Figure 1. Cells by drive strength (run 1).
The bar under the picture is 20 microns long.
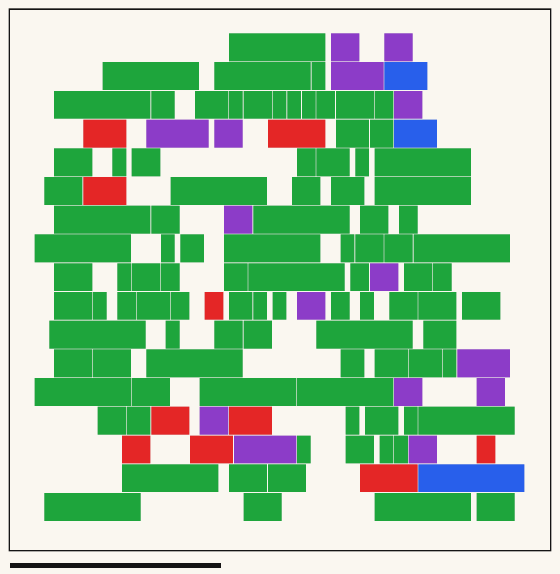
Figure 2. Gate-type map (run 1).
The bar under the picture is 20 microns long.
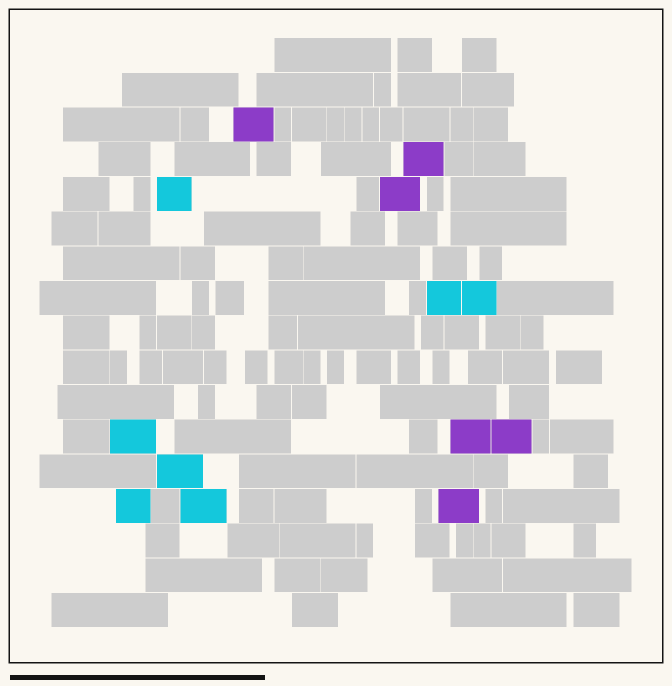
Figure 3. Routing congestion (run 1).
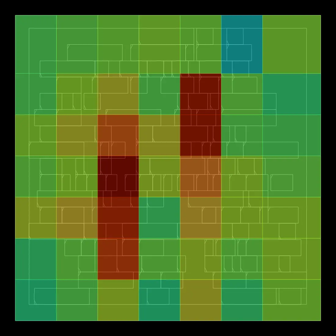
Figure 4. Register map, names as in the netlist (run 1).
The bar under the picture is 20 microns long. Other sequential cells in the stronger gray, the rest of the logic in the fainter gray.
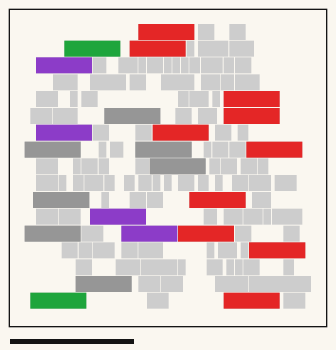
## src/rtl/hit_arbiter.sv

```systemverilog
// Hit event arbiter: captures per-player hit flags, arbitrates them round-robin
// and offers one event at a time to the health logic, with hit-stun lockout.
module hit_arbiter #(
    parameter int STUN_FRAMES = 20,
    parameter int BLOCK_STUN  = 8
) (
    input  logic       clk,
    input  logic       rst_n,
    input  logic       enable,
    input  logic [1:0] p1_hit,
    input  logic [1:0] p2_hit,
    output logic       dmg_valid,
    output logic       dmg_target,
    output logic [1:0] dmg_kind,
    input  logic       dmg_ready,
    output logic       p1_stun,
    output logic       p2_stun,
    output logic       clash
);
    // state | meaning
    // IDLE  | no event offered; picks a pending player when one exists
    // OFFER | event held on dmg_* until dmg_ready completes the handshake
    typedef enum logic {IDLE = 1'b0, OFFER = 1'b1} state_t;

    localparam int MAX_STUN = (STUN_FRAMES > BLOCK_STUN) ? STUN_FRAMES : BLOCK_STUN;
    localparam int CW = $clog2(MAX_STUN + 1);
    localparam logic [CW-1:0] STUN_LD  = CW'(STUN_FRAMES);
    localparam logic [CW-1:0] BLOCK_LD = CW'(BLOCK_STUN);

    state_t                r_state, w_state_nxt;
    logic [1:0]            r_pend, w_pend_nxt;
    logic [1:0][1:0]       r_pend_kind, w_pend_kind_nxt;
    logic [1:0][CW-1:0]    r_cnt, w_cnt_nxt;
    logic                  r_rr, w_rr_nxt;
    logic                  r_valid, w_valid_nxt;
    logic                  r_target, w_target_nxt;
    logic [1:0]            r_kind, w_kind_nxt;
    logic                  r_clash, w_clash_nxt;

    logic [1:0][1:0]       w_hit;
    logic [1:0]            w_acc;
    logic [1:0]            w_tgt_oh;
    logic                  w_hs;
    logic                  w_sel;

    always_comb begin
        w_hit[0] = p1_hit;
        w_hit[1] = p2_hit;
        w_hs     = (r_state == OFFER) && dmg_ready;
        w_tgt_oh = {r_target, ~r_target};
        w_sel    = (&r_pend) ? r_rr : r_pend[1];

        w_state_nxt     = r_state;
        w_pend_nxt      = r_pend;
        w_pend_kind_nxt = r_pend_kind;
        w_cnt_nxt       = r_cnt;
        w_rr_nxt        = r_rr;
        w_valid_nxt     = r_valid;
        w_target_nxt    = r_target;
        w_kind_nxt      = r_kind;

        for (int i = 0; i < 2; i++) begin
            w_acc[i] = (w_hit[i] != 2'b00) && !r_pend[i] && (r_cnt[i] == '0);
            if (w_acc[i]) begin
                w_pend_nxt[i]      = 1'b1;
                w_pend_kind_nxt[i] = w_hit[i];
            end else if (w_hs && w_tgt_oh[i]) begin
                w_pend_nxt[i] = 1'b0;
            end
            if (w_hs && w_tgt_oh[i]) begin
                w_cnt_nxt[i] = (r_kind == 2'b11) ? BLOCK_LD : STUN_LD;
            end else if (r_cnt[i] != '0) begin
                w_cnt_nxt[i] = r_cnt[i] - CW'(1);
            end
        end
        w_clash_nxt = &w_acc;

        case (r_state)
            IDLE: begin
                if (|r_pend) begin
                    w_state_nxt  = OFFER;
                    w_valid_nxt  = 1'b1;
                    w_target_nxt = w_sel;
                    w_kind_nxt   = r_pend_kind[w_sel];
                end
            end
            OFFER: begin
                if (dmg_ready) begin
                    w_state_nxt = IDLE;
                    w_valid_nxt = 1'b0;
                    w_rr_nxt    = ~r_target;
                end
            end
            default: w_state_nxt = IDLE;
        endcase

        // Leaving the fight state discards everything, including a same-edge handshake.
        if (!enable) begin
            w_state_nxt = IDLE;
            w_pend_nxt  = '0;
            w_cnt_nxt   = '0;
            w_rr_nxt    = 1'b0;
            w_valid_nxt = 1'b0;
            w_clash_nxt = 1'b0;
        end
    end

    always_ff @(posedge clk or negedge rst_n) begin
        if (!rst_n) begin
            r_state     <= IDLE;
            r_pend      <= '0;
            r_pend_kind <= '0;
            r_cnt       <= '0;
            r_rr        <= 1'b0;
            r_valid     <= 1'b0;
            r_target    <= 1'b0;
            r_kind      <= 2'b00;
            r_clash     <= 1'b0;
        end else begin
            r_state     <= w_state_nxt;
            r_pend      <= w_pend_nxt;
            r_pend_kind <= w_pend_kind_nxt;
            r_cnt       <= w_cnt_nxt;
            r_rr        <= w_rr_nxt;
            r_valid     <= w_valid_nxt;
            r_target    <= w_target_nxt;
            r_kind      <= w_kind_nxt;
            r_clash     <= w_clash_nxt;
        end
    end

    assign dmg_valid  = r_valid;
    assign dmg_target = r_target;
    assign dmg_kind   = r_kind;
    assign p1_stun    = (r_cnt[0] != '0);
    assign p2_stun    = (r_cnt[1] != '0);
    assign clash      = r_clash;

endmodule

```

## config.mk

```make
export PLATFORM = sky130hd
export DESIGN_NAME = hit_arbiter
export DESIGN_NICKNAME = d
export VERILOG_FILES = /design/src/rtl/hit_arbiter.sv
export SDC_FILE = /design/constraint.sdc
export NUM_CORES = 1
export LEC_CHECK = 0
export CAP_MARGIN = 20
export CORE_MARGIN = 2
export CORE_UTILIZATION = 50
export DETAILED_ROUTE_END_ITERATION = 6
export GPL_TIMING_DRIVEN = 0
export PLACE_DENSITY = 0.72
export SYNTH_ARGS = -nofsm -noshare
export SYNTH_HDL_FRONTEND = slang
export SYNTH_SLANG_ARGS = --single-unit
```

## constraint.sdc

```tcl
create_clock -name clk -period 2.26 [get_ports clk]
set_input_delay 0.565 -clock clk [delete_from_list [all_inputs] [get_ports clk]]
set_output_delay 0.565 -clock clk [all_outputs]
set_load 0.01 [all_outputs]
```

==> flow_summary.rst, run 1 <==
Flow metrics
------------

.. list-table::
   :header-rows: 1

   * - Metric
     - Value
   * - Met2 Track Usage GR
     - 0.288
   * - DRT antenna net count
     - 0
   * - Overflow left after global routing
     - 0
   * - Final layout net count
     - 137
   * - Global placement routability congestion
     - just under 0.8
   * - Static Leakage
     - 0.000630 uW
   * - Total setup violations reported at the end of the flow
     - 0
   * - Synth Instances
     - 100
   * - # fillers
     - ~170
   * - Diode insertion count for antenna repair
     - 0
   * - Routed met3 length
     - 88 microns
   * - Peak VDD IR
     - 0.000800 V
   * - Power of the clock network
     - around 190 uW
   * - Vias in the first global route
     - 805
   * - Count of library flops with an enable pin
     - 0
   * - Setup repair after global routing missed its margin
     - yes
   * - Number of cell rows
     - 17
   * - Commonest Layout Cell
     - sky130_fd_sc_hd__dfrtp_1
   * - FFs w/ async S/R, synth
     - 1.00
   * - Total die area
     - about 2600 sq um
   * - Distinct cells, synth
     - 31
   * - Utilization of the core after routing
     - 0.653
   * - Total tool warning count
     - 27
   * - CP Buf/Inv Count
     - 3
   * - Mean number of vias per cell
     - between 5 and 6
   * - Power of the combinational group
     - 1080 uW
   * - Routed length on met2
     - 989 microns
   * - Post-synth area from yosys stat
     - 1110 sq um
   * - Area share of the largest cell type after synthesis
     - 0.518
   * - CP Max Fanout
     - 2
   * - Primary flip-flop cell chosen by synthesis mapping
     - sky130_fd_sc_hd__dfrtp_1
   * - Cell types occupying the most area after synthesis
     - sky130_fd_sc_hd__dfrtp_1 52%, sky130_fd_sc_hd__mux2_2 4.1%, sky130_fd_sc_hd__a21boi_0 3.4%
   * - Fin Clk Skew
     - 0.00429 ns
   * - Cts hold-fix bufs
     - 0
   * - Share of post-route cells with drive strength above 1
     - 0.222
   * - Total global routing track utilization
     - 0.194
   * - Most frequent cell on the critical path
     - sky130_fd_sc_hd__buf_6
   * - Yosys warns
     - 0
   * - Routed Wire Length
     - 2090 microns
   * - Worst-case setup slack after placement
     - -0.0308 ns
   * - Cell Count Post-Placement
     - 142
   * - Non-filler cells, final
     - 154
   * - Cell taking the most area after synthesis
     - sky130_fd_sc_hd__dfrtp_1
   * - Number of antenna violations at the first check in global routing
     - 0
   * - Sum of net half-perimeters after detailed placement
     - 1410 microns
   * - Top layer in use
     - met4
   * - Die span in y
     - 51.1 microns
   * - Critical Path AT
     - 1.66 ns
   * - Clock Tree Buf Depth
     - 2
   * - Part of the Yosys area used for sequential elements
     - 0.518
   * - Cell type group with the largest total delay on the critical path
     - simple AND/OR/NAND/NOR gates
   * - Total internal power
     - 1260 uW
   * - Number of search-and-repair iterations in the first detailed-routing pass
     - 4
   * - Met3 routing resource usage after global routing
     - 0.0380
   * - Met1 WL
     - 946 microns
   * - Via count
     - 851
   * - Top Ports
     - 15
   * - Min-delay worst type
     - in2async
   * - Net count of the mapped netlist
     - 110
   * - Global-route wire length before repair
     - 3670 microns
   * - Number of clock buffers inserted by TritonCTS
     - 3
   * - Commonest cells after routing, fill and taps aside
     - 23 x sky130_fd_sc_hd__dfrtp_1, 12 x sky130_fd_sc_hd__clkdlybuf4s50_1, 8 x sky130_fd_sc_hd__inv_1, 8 x sky130_fd_sc_hd__nor2_1, 8 x sky130_fd_sc_hd__buf_4
   * - Top Consumer
     - combinational logic
   * - Relative slew margins
     - 0.743
   * - Result of the run
     - completed
   * - Psw
     - 744 uW
   * - Number of failing hold endpoints at the final stage
     - 0
   * - Root Driver
     - sky130_fd_sc_hd__clkbuf_4
   * - Post-cts gate resize count
     - 11
   * - Max-slew violation count
     - 0
   * - CP max stage cell
     - sky130_fd_sc_hd__or4b_4
   * - Clock network fraction of design power
     - 0.094
   * - Final worst path period need
     - roughly 2.2 ns
   * - Count of H-tree levels built during CTS
     - 1
   * - Core ar.
     - 2150 sq um
   * - Clock tree from TritonCTS
     - built
   * - Effective utilization at floorplan
     - 0.517
   * - Yosys cell count
     - 100
   * - Type of destination of the critical path
     - primary output
   * - Clock transition at the registers of the reported paths
     - roughly 0.13 ns
   * - Maximum number of pins on one net before global-route repair
     - 24
## Picture notes: Figure 1
green -> _0 and _1 cells  # cells 98, most used dfrtp_1
purple -> _3 and _4 cells  # cells 15, most used buf_4
blue -> _6 and larger  # cells 3, most used buf_6
red -> _2 cells  # cells 10, most used mux2_2
final critical-path setup slack: 0.0386 ns
Buffers, non-clock: 25
area added between synthesis and finish: 26.2%
final instance area: 1400 sq um

## Picture notes: Figure 2
cyan -> non-inverting ao/oa cells  # cells 7
purple -> xor and xnor cells  # cells 6

## Picture notes: Figure 3
grt met1 use: 0.266
busiest grt layer: met2

## Picture notes: Figure 4
purple -> r_pend_kind  # sequential cells 4
green -> r_pend  # sequential cells 2
red -> r_cnt  # sequential cells 10

==> run 1: area by class of cell <==
type	instances	area (sq um)	area share
flip-flops and latches	23	576	0.410
multi-input cells	66	495	0.353
repair buffers	23	224	0.160
well taps	28	35.0	0.0250
inverters	8	30.0	0.0214
clock buffers	3	22.5	0.0161
plain buffers	2	15.0	0.0107
clock inverters	1	5.00	0.00357
==> run 1: flip-flops by register name, indices dropped and copies added, names as in the netlist <==
register	count
r_pend	2
r_pend_kind	4
clash	1
dmg_kind	2
r_state	1
r_cnt	10
dmg_target	1
r_rr	1
dmg_valid	1
==> run 1: through the flow <==
step	cell area (sq um)	total power, uW	TNS [ns]	hold WS [ns]
6_report	1400	2010	0	0.498
5_1_grt	1400	2180	-0.0321	0.492
4_1_cts	1370	1980	0	0.532
3_5_place_dp	1290	1700	-0.0598	0.500
3_3_place_gp	1290	1680	-0.0448	0.501
2_1_floorplan	1110	1410	0	0.269
==> run 1: synthesized netlist by cell type, types with 2 or more instances <==
| library cell | n |
|---|---|
| sky130_fd_sc_hd__a31oi_1 | 2 |
| sky130_fd_sc_hd__o21a_1 | 2 |
| sky130_fd_sc_hd__dfrtp_1 | 23 |
| sky130_fd_sc_hd__xnor2_1 | 4 |
| sky130_fd_sc_hd__a211oi_1 | 2 |
| sky130_fd_sc_hd__nor3_1 | 2 |
| sky130_fd_sc_hd__nor2_1 | 8 |
| sky130_fd_sc_hd__nor3_4 | 2 |
| sky130_fd_sc_hd__nand3_1 | 6 |
| sky130_fd_sc_hd__ha_1 | 2 |
| sky130_fd_sc_hd__a21boi_0 | 5 |
| sky130_fd_sc_hd__xor2_1 | 2 |
| sky130_fd_sc_hd__o22ai_1 | 2 |
| sky130_fd_sc_hd__or4b_1 | 2 |
| sky130_fd_sc_hd__o311ai_0 | 2 |
| sky130_fd_sc_hd__nand2_1 | 4 |
| sky130_fd_sc_hd__a21o_1 | 2 |
| sky130_fd_sc_hd__nand3b_1 | 3 |
| sky130_fd_sc_hd__mux2_2 | 4 |
| sky130_fd_sc_hd__and2_1 | 2 |
| sky130_fd_sc_hd__inv_1 | 8 |
| sky130_fd_sc_hd__o21ai_0 | 2 |
==> run 1: worst paths after layout <==
path / endpoint / slack (ns) / from / depth (start not counted)
max: p1_stun / 0.04 / r_cnt[0]$_DFFE_PN0P_ / 5
min: r_cnt[7]$_DFFE_PN0P_ / 0.50 / rst_n / 1
max reg2reg: r_pend_kind[1]$_DFFE_PN0P_ / 0.17 / r_cnt[0]$_DFFE_PN0P_ / 7
min reg2reg: r_pend_kind[3]$_DFFE_PN0P_ / 0.53 / r_pend_kind[3]$_DFFE_PN0P_ / 1
max in group asynchronous: r_pend[1]$_DFFE_PN0P_ / 1.36 / rst_n / 2
min in group clk: r_pend_kind[3]$_DFFE_PN0P_ / 0.53 / r_pend_kind[3]$_DFFE_PN0P_ / 1
==> run 1: cells by family after synthesis <==
family          count (synthesis)  share of synthesized area
xor+xnor                        6                     0.0473
flops                          23                      0.518
mux                             4                     0.0405
compound gates                 23                      0.157
fa+ha+maj                       2                     0.0225
buf+inv                        11                     0.0473
simple gates                   31                      0.168
Figure 5. Placed cells, one color a class (run 1).
The bar under the picture is 20 microns long.
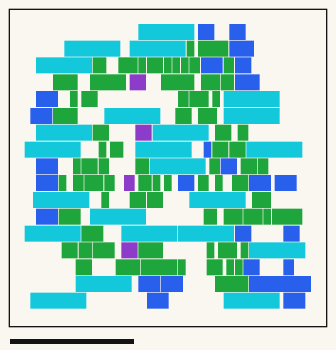

==> run 1 -> run 2 <==
CORE_MARGIN = 4   (was 2)
Figure 6. Placed cells, one color a class (run 2).
The bar under the picture is 20 microns long.
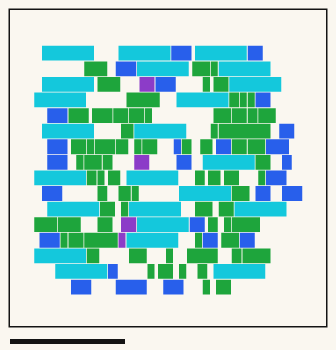
purple -> clock drivers and dummy loads  # cells 4
green -> combinational and other logic  # cells 74
cyan -> sequential cells  # cells 23
blue -> remaining buffers and delay cells  # cells 26

Figure 7. Gate-type map (run 2).
The bar under the picture is 20 microns long.
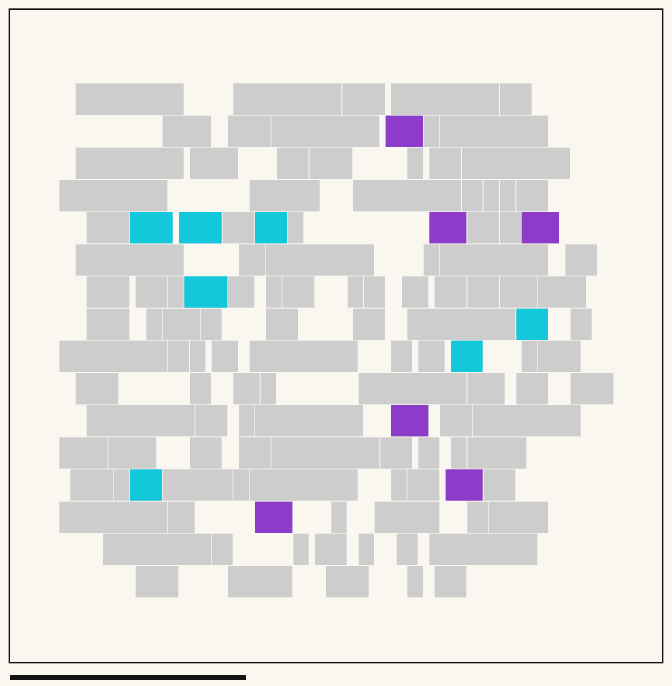
cyan -> non-inverting ao/oa cells  # cells 7
purple -> xor and xnor cells  # cells 6

Figure 8. Register map, names as in the netlist (run 2).
The bar under the picture is 20 microns long. Other sequential cells in the stronger gray, the rest of the logic in the fainter gray.
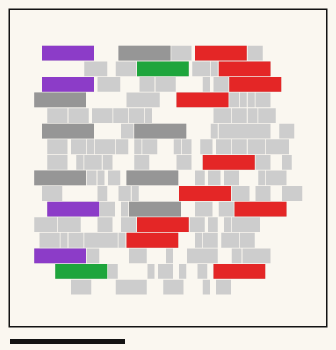
green -> r_pend  # sequential cells 2
red -> r_cnt  # sequential cells 10
purple -> r_pend_kind  # sequential cells 4
power in sequential cells: 747 uW
register cell area after layout: 576 sq um
utilization of the core after routing: 0.685
sequential fraction of total cell area: 0.411

==> run 2 against run 1 <==
Sequential power rose by 0.9%; worst setup slack better by 0.019 ns; flip-flop count did not move; global-route usage shrank 2.1 points; area after synthesis unchanged; register-to-register slack better by 0.04 ns; non-clock buffer count grew 1; clock-buffer cell count is 1 higher; critical path depth is the same; clock skew shrank 0.0021 ns; sequential share of layout area grew 0.11 points; core utilization up 3.2 points; critical path type unchanged; largest cell class unchanged.
==> flow_summary.rst, run 2 <==
Flow metrics
------------

.. list-table::
   :header-rows: 1

   * - Metric
     - Value
   * - CP max stage cell
     - sky130_fd_sc_hd__or4b_4
   * - Cell type group with the largest total delay on the critical path
     - simple AND/OR/NAND/NOR gates
   * - Die span in y
     - 55.1 microns (+7.8%)
   * - Max-slew violation count
     - 0 (unchanged)
   * - Number of cell rows
     - 16 (-1)
   * - Regs by FF count
     - r_cnt (10), r_pend_kind (4)
   * - Top Ports
     - 15 (unchanged)
   * - Slew of the pin with the lowest slew margin
     - between 0.4 and 0.5 ns
   * - Synth Instances
     - 100 (unchanged)
   * - Number of failing hold endpoints at the final stage
     - 0 (unchanged)
   * - CP Buf/Inv Count
     - 3 (unchanged)
   * - Global-route wire length before repair
     - 3640 microns (-0.74%)
   * - Yosys cell count
     - 100 (unchanged)
   * - Element type at the critical path start
     - flop
   * - Total tool warning count
     - 26 (-3.7%)
   * - Cell taking the most area after synthesis
     - sky130_fd_sc_hd__dfrtp_1
   * - Commonest cells after routing, fill and taps aside
     - 23 x sky130_fd_sc_hd__dfrtp_1, 12 x sky130_fd_sc_hd__clkdlybuf4s50_1, 9 x sky130_fd_sc_hd__buf_4
   * - Number of search-and-repair iterations in the first detailed-routing pass
     - 4 (unchanged)
   * - Number of antenna violations at the first check in global routing
     - 0 (unchanged)
   * - Result of the run
     - completed
   * - Register bit total from synthesis
     - 23
   * - Yosys warns
     - 0 (unchanged)
   * - Largest register FFs
     - 10 (unchanged)
   * - Peak VDD IR
     - 0.000878 V (+9.7%)
   * - Sinks on Clock Net
     - 23
   * - Area share of the largest cell type after synthesis
     - 0.518 (unchanged)
   * - Type of destination of the critical path
     - primary output
   * - Final period utilization
     - 0.974
   * - Late-Pin Clk Latency
     - 0.30 ns
   * - Required time of the worst setup path
     - ~1.7 ns
   * - Via count
     - 840 (-1.3%)
   * - Clock transition at the registers of the reported paths
     - 0.12 ns (about the same)
   * - Hold Slack
     - 0.525 ns (+0.0269 ns)
   * - FMAX
     - 454 MHz
   * - Clock tree from TritonCTS
     - built
   * - Total global routing track utilization
     - 0.173 (-0.0208)
   * - DRT antenna net count
     - 0 (unchanged)
   * - Root Driver
     - sky130_fd_sc_hd__clkbuf_4
   * - Area added between synthesis and finish
     - 25.9%
   * - Commonest Layout Cell
     - sky130_fd_sc_hd__dfrtp_1
   * - Sum of net half-perimeters after detailed placement
     - 1460 microns (+3.6%)
   * - Critical Path AT
     - 1.64 ns (-0.02 ns)
   * - Yosys top cell by instances
     - sky130_fd_sc_hd__dfrtp_1
   * - Global placement routability congestion
     - 0.819 (+4.8%)
   * - Reg with most FFs
     - r_cnt
   * - Routed Wire Length
     - 2200 microns (+5.3%)
   * - Critical path's largest stage delay
     - 0.46 ns
   * - Width of the chip
     - 55.1 microns
   * - Net count of the mapped netlist
     - 110 (unchanged)
   * - Relative slew margins
     - 0.723 (-0.0206)
   * - Final worst path period need
     - 2.20 ns (-0.0194 ns)
   * - Static Leakage
     - 0.000626 uW (-0.73%)
   * - Critical Setup Path Class
     - reg2out
   * - Number of I/O port buffers
     - 14
   * - Synthesized area per cell
     - 11.1 sq um
   * - Fin Clk Skew
     - 0.00215 ns (-0.00214 ns)
   * - Min-delay worst type
     - reg2reg
   * - Primary flip-flop cell chosen by synthesis mapping
     - sky130_fd_sc_hd__dfrtp_1
   * - Overflow left after global routing
     - 0 (unchanged)
   * - Share of post-route cells with drive strength above 1
     - 0.236 (+0.0140)
   * - Part of the Yosys area used for sequential elements
     - 0.518 (unchanged)
   * - Count of H-tree levels built during CTS
     - 1 (unchanged)
   * - Total die area
     - 3040 sq um (+16%)
   * - Diode insertion count for antenna repair
     - 0 (unchanged)
   * - Combined area of all synthesized cells
     - ~1100 sq um
   * - CP Max Fanout
     - 2 (unchanged)
   * - Count of unresolved DRC violations after routing
     - 0
   * - Cts hold-fix bufs
     - 0 (unchanged)
   * - Worst-case setup slack after placement
     - -0.0630 ns (-0.0322 ns)
   * - Cell types occupying the most area after synthesis
     - sky130_fd_sc_hd__dfrtp_1 52%, sky130_fd_sc_hd__mux2_2 4.1%, sky130_fd_sc_hd__a21boi_0 3.4%
   * - Power density of the placed cells
     - 1450 nW/um^2
   * - Core ar.
     - 2040 sq um (-5.0%)
   * - Mean number of vias per cell
     - 5.45 (-1.3%)
   * - Effective utilization at floorplan
     - 0.544 (+0.0269)
   * - FFs w/ async S/R, synth
     - 1.00 (unchanged)
   * - Number of DRC violations after detailed-routing iteration 0
     - 15
   * - Count of max-cap constraint violations
     - 0
   * - Clock Tree Buf Depth
     - 2 (unchanged)
   * - Maximum number of pins on one net before global-route repair
     - 24 (unchanged)
   * - Top cells by instance count after synthesis
     - 23 x sky130_fd_sc_hd__dfrtp_1, 8 x sky130_fd_sc_hd__inv_1, 8 x sky130_fd_sc_hd__nor2_1
   * - Count of library flops with an enable pin
     - 0 (unchanged)
   * - Final layout net count
     - 138 (+0.73%)
   * - Post-synth area from yosys stat
     - 1110 sq um (unchanged)
   * - Vias in the first global route
     - 858 (+6.6%)
   * - Crit-path cells
     - inv_2 > ha_4 > or4b_4 > buf_6 > buf_2
   * - Distinct cells, synth
     - 31 (unchanged)
   * - Number of clock buffers inserted by TritonCTS
     - 3 (unchanged)
   * - Final routed wire length divided by cell count
     - between 10 and 15 microns
   * - Total setup violations reported at the end of the flow
     - 0 (unchanged)
   * - Final critical-path setup slack
     - 0.0580 ns (+0.0194 ns)
-- run 2: cell counts after synthesis --
No cell type changed its count.
-- run 2: area by class of cell --
cell class	count	area, sq um
inverters	8	30.0
repair buffers	24	213
flip-flops and latches	23	576
well taps	27	33.8
clock buffers	4	26.3
plain buffers	2	15.0
fillers	178	643
multi-input cells	66	505
-- run 2: path summary, 6_finish.rpt --
path                                            start                         end  slack [ns]  cells past startpoint
hold reg to reg            r_pend_kind[2]$_DFFE_PN0P_  r_pend_kind[2]$_DFFE_PN0P_        0.52                      1
setup / recovery                 r_cnt[0]$_DFFE_PN0P_                     p1_stun        0.06                      5
setup reg to reg                 r_cnt[0]$_DFFE_PN0P_  r_pend_kind[0]$_DFFE_PN0P_        0.21                      7
hold / removal             r_pend_kind[2]$_DFFE_PN0P_  r_pend_kind[2]$_DFFE_PN0P_        0.52                      1
max in group asynchronous                       rst_n       r_pend[0]$_DFFE_PN0P_        1.27                      2
min in group asynchronous                       rst_n       r_pend[1]$_DFFE_PN0P_        0.55                      1
-- run 2: through the flow --
stage | std cells | cell area, sq um | TNS [ns] | total power [uW] | util
2_1_floorplan | 100 | 1110 | 0 | 1410 | -
3_5_place_dp | 141 | 1280 | -0.108 | 1710 | 0.629
6_report | 154 | 1400 | 0 | 2020 | 0.685
3_3_place_gp | 141 | 1280 | -0.0550 | 1680 | 0.629
4_1_cts | 151 | 1370 | 0 | 1990 | 0.669
5_1_grt | 154 | 1400 | -0.00724 | 2190 | 0.685
-- run 2: logic make-up after synthesis --
family,count (synthesis),share of synthesized area
compound gates,23,0.157
mux,4,0.0405
fa+ha+maj,2,0.0225
flops,23,0.518
simple gates,31,0.168
buf+inv,11,0.0473
xor+xnor,6,0.0473
-- run 2: where the power goes --
group          total [uW]  switching [uW]  internal, uW
logic                1100             480           616
registers             747             163           584
clock network         181             113          68.8
total                2020             755          1270
-- run 2: timing repair --
action                     CTS  global route
resized                     12             4
pin swaps                    1             1
setup endpoints to repair    2             2
setup buffers                7             2
-- run 2: routing by layer --
metal  GRT usage  wire [microns]  vias to the layer above
met4      0.0729              24                        0
met1       0.202            1000                      409
met5           0               0                        -
li1            -               -                      414
met3      0.0322              66                        4
met2       0.309            1100                       13
Figure 9. Routing congestion (run 2).
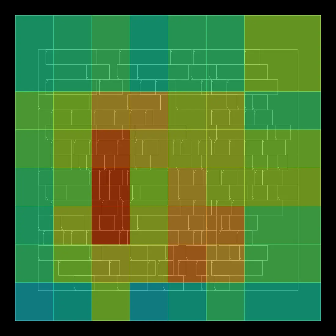

==> run 2 -> run 3 <==
ABC_CLOCK_PERIOD_IN_PS = 2260   (was unset)
CAP_MARGIN = 30   (was 20)
Figure 10. Routing congestion (run 3).
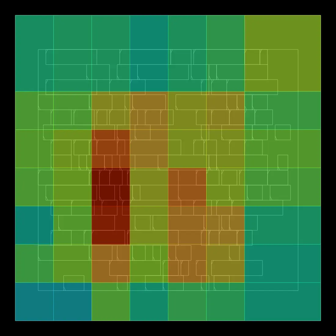
utilization of the core after routing: 0.682
met2 Track Usage GR: 0.276
total global routing track utilization: 0.176

Figure 11. Cells by drive strength (run 3).
The bar under the picture is 20 microns long.
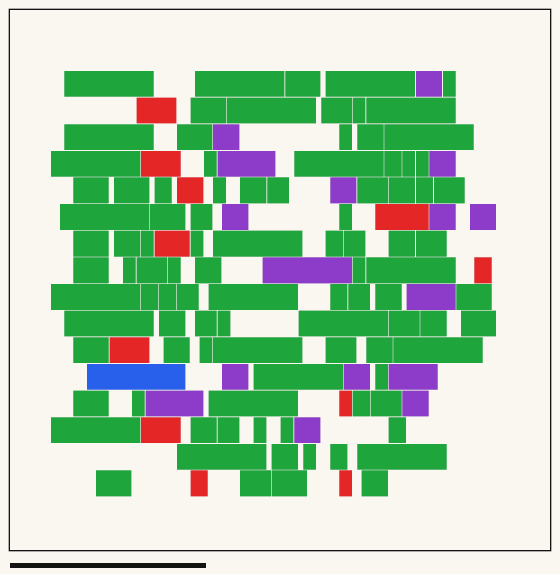
blue -> _6 and larger  # cells 1, most used buf_16
green -> _0 and _1 cells  # cells 97, most used dfrtp_1
purple -> _3 and _4 cells  # cells 16, most used buf_4
red -> _2 cells  # cells 11, most used mux2_2

==> run 3 against run 2 <==
Die size unchanged; non-clock buffer count down 2; synthesized cell count unchanged; global-route usage up 0.22 points; via count down 1.5%; routed wire length down 3.1%; worst setup slack better by 0.071 ns; worst hold slack worse by 0.0088 ns; first-iteration DRC count down 40%; flip-flop count unchanged; design area down 0.45%; largest cell class unchanged; largest power group unchanged.
==> flow_summary.rst, run 3 <==
Flow metrics
------------

.. list-table::
   :header-rows: 1

   * - Metric
     - Value
   * - Part of the Yosys area used for sequential elements
     - 0.518 (unchanged)
   * - Post-synth area from yosys stat
     - 1110 sq um (unchanged)
   * - Cell types occupying the most area after synthesis
     - sky130_fd_sc_hd__dfrtp_1 52%, sky130_fd_sc_hd__mux2_2 4.1%, sky130_fd_sc_hd__a21boi_0 3.4%
   * - Area share of the largest cell type after synthesis
     - 0.518 (unchanged)
   * - Via count
     - 827 (-1.5%)
   * - CP Buf/Inv Count
     - 2 (-1)
   * - CP Max Fanout
     - 3 (+1)
   * - Global placement routability congestion
     - 0.819 (unchanged)
   * - Cell taking the most area after synthesis
     - sky130_fd_sc_hd__dfrtp_1
   * - Hold Slack
     - 0.516 ns (-0.00877 ns)
   * - Total number of cells along the worst setup path
     - 4 (-1)
   * - Synthesized area per cell
     - 11.1 sq um (unchanged)
   * - Combinational Area
     - 505 sq um (unchanged)
   * - Total die area
     - 3040 sq um (unchanged)
   * - FMAX
     - 469 MHz (+3.3%)
   * - Cell count of the worst reg-to-reg path
     - 6 (-1)
   * - Min-delay worst type
     - reg2reg
   * - Static Leakage
     - 0.000620 uW (-0.95%)
   * - # fillers
     - 176 (-1.1%)
   * - Power density of the placed cells
     - 1430 nW/um^2 (-1.4%)
   * - Count of library flops with an enable pin
     - 0 (unchanged)
   * - Commonest cells after routing, fill and taps aside
     - 23 x sky130_fd_sc_hd__dfrtp_1, 12 x sky130_fd_sc_hd__clkdlybuf4s50_1, 8 x sky130_fd_sc_hd__nor2_1, 8 x sky130_fd_sc_hd__buf_4
   * - Top cells by instance count after synthesis
     - 23 x sky130_fd_sc_hd__dfrtp_1, 8 x sky130_fd_sc_hd__inv_1, 8 x sky130_fd_sc_hd__nor2_1
   * - Regs by FF count
     - r_cnt (10), r_pend_kind (4)
   * - Psw
     - 747 uW (-1.1%)
   * - Setup slack, reg-to-reg
     - 0.28 ns (+0.07 ns)
   * - Critical Setup Path Class
     - reg2out
   * - Clock network fraction of design power
     - 0.094 (+0.004)
   * - Setup repair after global routing missed its margin
     - no
   * - Max-slew violation count
     - 0 (unchanged)
   * - Effective utilization at floorplan
     - 0.544 (unchanged)
   * - Number of DRC violations after detailed-routing iteration 0
     - 9 (-6)
   * - Number of search-and-repair iterations in the first detailed-routing pass
     - 4 (unchanged)
   * - Primary flip-flop cell chosen by synthesis mapping
     - sky130_fd_sc_hd__dfrtp_1
   * - Type of destination of the critical path
     - primary output
   * - Register cell area after layout
     - 576 sq um (unchanged)
   * - Final worst path period need
     - 2.13 ns (-0.0708 ns)
   * - Share of post-route cells with drive strength above 1
     - 0.224 (-0.0122)
   * - Number of failing hold endpoints at the final stage
     - 0 (unchanged)
   * - Sum of net half-perimeters after detailed placement
     - 1500 microns (+2.3%)
   * - Mean number of vias per cell
     - 5.44 (-0.25%)
   * - Total setup violations reported at the end of the flow
     - 0 (unchanged)
   * - Number of I/O port buffers
     - 14 (unchanged)
   * - Top Ports
     - 15 (unchanged)
   * - DRT antenna net count
     - 0 (unchanged)
   * - Width of the chip
     - 55.1 microns (unchanged)
   * - Cts hold-fix bufs
     - 0 (unchanged)
   * - Vias in the first global route
     - 865 (+0.82%)
   * - Global-route wire length before repair
     - 3690 microns (+1.3%)
   * - Relative slew margins
     - 0.713 (-0.00976)
   * - CP max stage cell
     - sky130_fd_sc_hd__or4b_4
   * - Yosys top cell by instances
     - sky130_fd_sc_hd__dfrtp_1
   * - Final layout net count
     - 136 (-1.4%)
   * - Overflow left after global routing
     - 0 (unchanged)
   * - Routed met3 length
     - 70 microns (+6.1%)
   * - Critical Path AT
     - 1.57 ns (-0.07 ns)
   * - Result of the run
     - completed
   * - Yosys cell count
     - 100 (unchanged)
   * - Total tool warning count
     - 26 (unchanged)
   * - Routed length on met2
     - 1060 microns (-3.9%)
   * - Late-Pin Clk Latency
     - 0.31 ns (about the same)
   * - Final critical-path setup slack
     - 0.129 ns (+0.0708 ns)
   * - Commonest Layout Cell
     - sky130_fd_sc_hd__dfrtp_1
   * - Top layer in use
     - met4
   * - Clock transition at the registers of the reported paths
     - 0.13 ns (about the same)
   * - FFs w/ async S/R, synth
     - 1.00 (unchanged)
   * - Diode insertion count for antenna repair
     - 0 (unchanged)
   * - Combined area of all synthesized cells
     - 1110 sq um (unchanged)
   * - Root Driver
     - sky130_fd_sc_hd__clkbuf_4
   * - Sequential group share of total power
     - 0.373 (+0.004)
   * - Area added between synthesis and finish
     - 25.3%
   * - Cell type group with the largest total delay on the critical path
     - simple AND/OR/NAND/NOR gates
   * - Yosys warns
     - 0 (unchanged)
   * - Slew of the pin with the lowest slew margin
     - 0.429 ns (+0.0146 ns)
   * - Sinks on Clock Net
     - 23 (unchanged)
   * - Met1 WL
     - 954 microns (-4.6%)
   * - Switching portion of total power
     - 0.376 (+0.00278)
   * - Reg with most FFs
     - r_cnt
   * - Number of cell rows
     - 16 (unchanged)
   * - Count of unresolved DRC violations after routing
     - 0 (unchanged)
   * - Peak VDD IR
     - 0.000788 V (-10%)
   * - Total internal power
     - 1240 uW (-2.2%)
   * - Required time of the worst setup path
     - 1.69 ns (about the same)
   * - Element type at the critical path start
     - flop
   * - Count of max-cap constraint violations
     - 0 (unchanged)
   * - Number of clock buffers inserted by TritonCTS
     - 3 (unchanged)
   * - Die span in y
     - 55.1 microns (unchanged)
   * - Maximum number of pins on one net before global-route repair
     - 17 (-29%)
   * - Core ar.
     - 2040 sq um (unchanged)
   * - Routed Wire Length
     - 2130 microns (-3.1%)
   * - Worst-case setup slack after placement
     - -0.0593 ns (+0.00369 ns)
   * - Clock Tree Buf Depth
     - 2 (unchanged)
   * - Crit-path cells
     - inv_2 > ha_4 > or4b_4 > buf_2
   * - Cells on Worst Hold Path
     - 1 (unchanged)
   * - Largest register FFs
     - 10 (unchanged)
   * - Logic gate share of total power
     - 0.534 (-0.007)
   * - Synth Instances
     - 100 (unchanged)
   * - Fin Clk Skew
     - 0.0137 ns (+0.0115 ns)
   * - Net count of the mapped netlist
     - 110 (unchanged)
   * - Final routed wire length divided by cell count
     - 14.0 microns (-1.8%)
   * - Distinct cells, synth
     - 31 (unchanged)
   * - Clock tree from TritonCTS
     - built
   * - Final period utilization
     - 0.943 (-0.0313)
   * - Critical path's largest stage delay
     - 0.47 ns (about the same)
   * - Count of H-tree levels built during CTS
     - 1 (unchanged)
   * - Number of antenna violations at the first check in global routing
     - 0 (unchanged)
   * - Register bit total from synthesis
     - 23 (unchanged)
Figure 12. Register map, names as in the netlist (run 3).
The bar under the picture is 20 microns long. Other sequential cells in the stronger gray, the rest of the logic in the fainter gray.
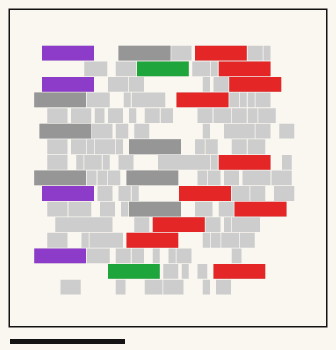
red -> r_cnt  # sequential cells 10
green -> r_pend  # sequential cells 2
purple -> r_pend_kind  # sequential cells 4
not colored = 7

-- run 3: metal layers --
metal	GRT usage	vias up
met5	0	-
met4	0.113	0
met3	0.0268	6
met2	0.276	17
met1	0.224	395
li1	-	409
-- run 3: power groups by stage --
stage	combinational (uW)	clock, uW	sequential (uW)
floorplan	682	0	733
global placement	939	0	746
detailed placement	967	0	751
CTS	1070	192	734
global route	1190	211	763
finish	1060	187	740
-- run 3: through the flow --
step | setup TNS, ns | util | total power [uW] | cells | area (sq um)
2_1_floorplan | 0 | - | 1410 | 100 | 1110
3_3_place_gp | -0.0550 | 0.629 | 1680 | 141 | 1280
3_5_place_dp | -0.101 | 0.643 | 1720 | 142 | 1310
4_1_cts | 0 | 0.682 | 2000 | 152 | 1390
5_1_grt | 0 | 0.682 | 2170 | 152 | 1390
6_report | 0 | 0.682 | 1990 | 152 | 1390
-- run 3: worst reg2reg max path: cells and delay by family, from the launching register on --
| kind | cells | cell delay, ns |
|---|---|---|
| buf+inv | 2 | 0.26 |
| flops | 1 | 0.42 |
| mux | 1 | 0.36 |
| fa+ha+maj | 1 | 0.14 |
| simple gates | 2 | 0.71 |
-- run 3: kinds of logic (layout without fill, tap and decap cells) --
| logic type | after synthesis | count (layout) | synth area share |
|---|---|---|---|
| mux | 4 | 4 | 0.0405 |
| compound gates | 23 | 23 | 0.157 |
| flops | 23 | 23 | 0.518 |
| fa+ha+maj | 2 | 2 | 0.0225 |
| buf+inv | 11 | 36 | 0.0473 |
| xor+xnor | 6 | 6 | 0.0473 |
| simple gates | 31 | 31 | 0.168 |
-- run 3: final timing paths --
path | start | to
worst max-delay path | r_cnt[5]$_DFFE_PN0P_ | p2_stun
worst min-delay path | r_pend_kind[1]$_DFFE_PN0P_ | r_pend_kind[1]$_DFFE_PN0P_
worst max register to register | r_cnt[5]$_DFFE_PN0P_ | r_pend_kind[3]$_DFFE_PN0P_
worst min register to register | r_pend_kind[1]$_DFFE_PN0P_ | r_pend_kind[1]$_DFFE_PN0P_
max in group asynchronous | rst_n | r_cnt[3]$_DFFE_PN0P_
min in group asynchronous | rst_n | r_pend_kind[3]$_DFFE_PN0P_
-- run 3: layout make-up --
type                       count  share of cell area
sequential                    23               0.413
multi-input combinational     66               0.363
timing repair buffer          23               0.156
tap                           27              0.0243
inverter                       8              0.0216
clock buffer                   4              0.0189
buffer                         1             0.00270
-- run 3: timing repair --
item / 4_1_cts / 5_1_grt
gates resized: 12 / 4
gates cloned: 0 / 0
setup buffers: 7 / 1
endpoints found under the setup margin: 2 / 2
pin swaps: 1 / 2
No activity file was given, so power comes from the tool's default toggle rates.
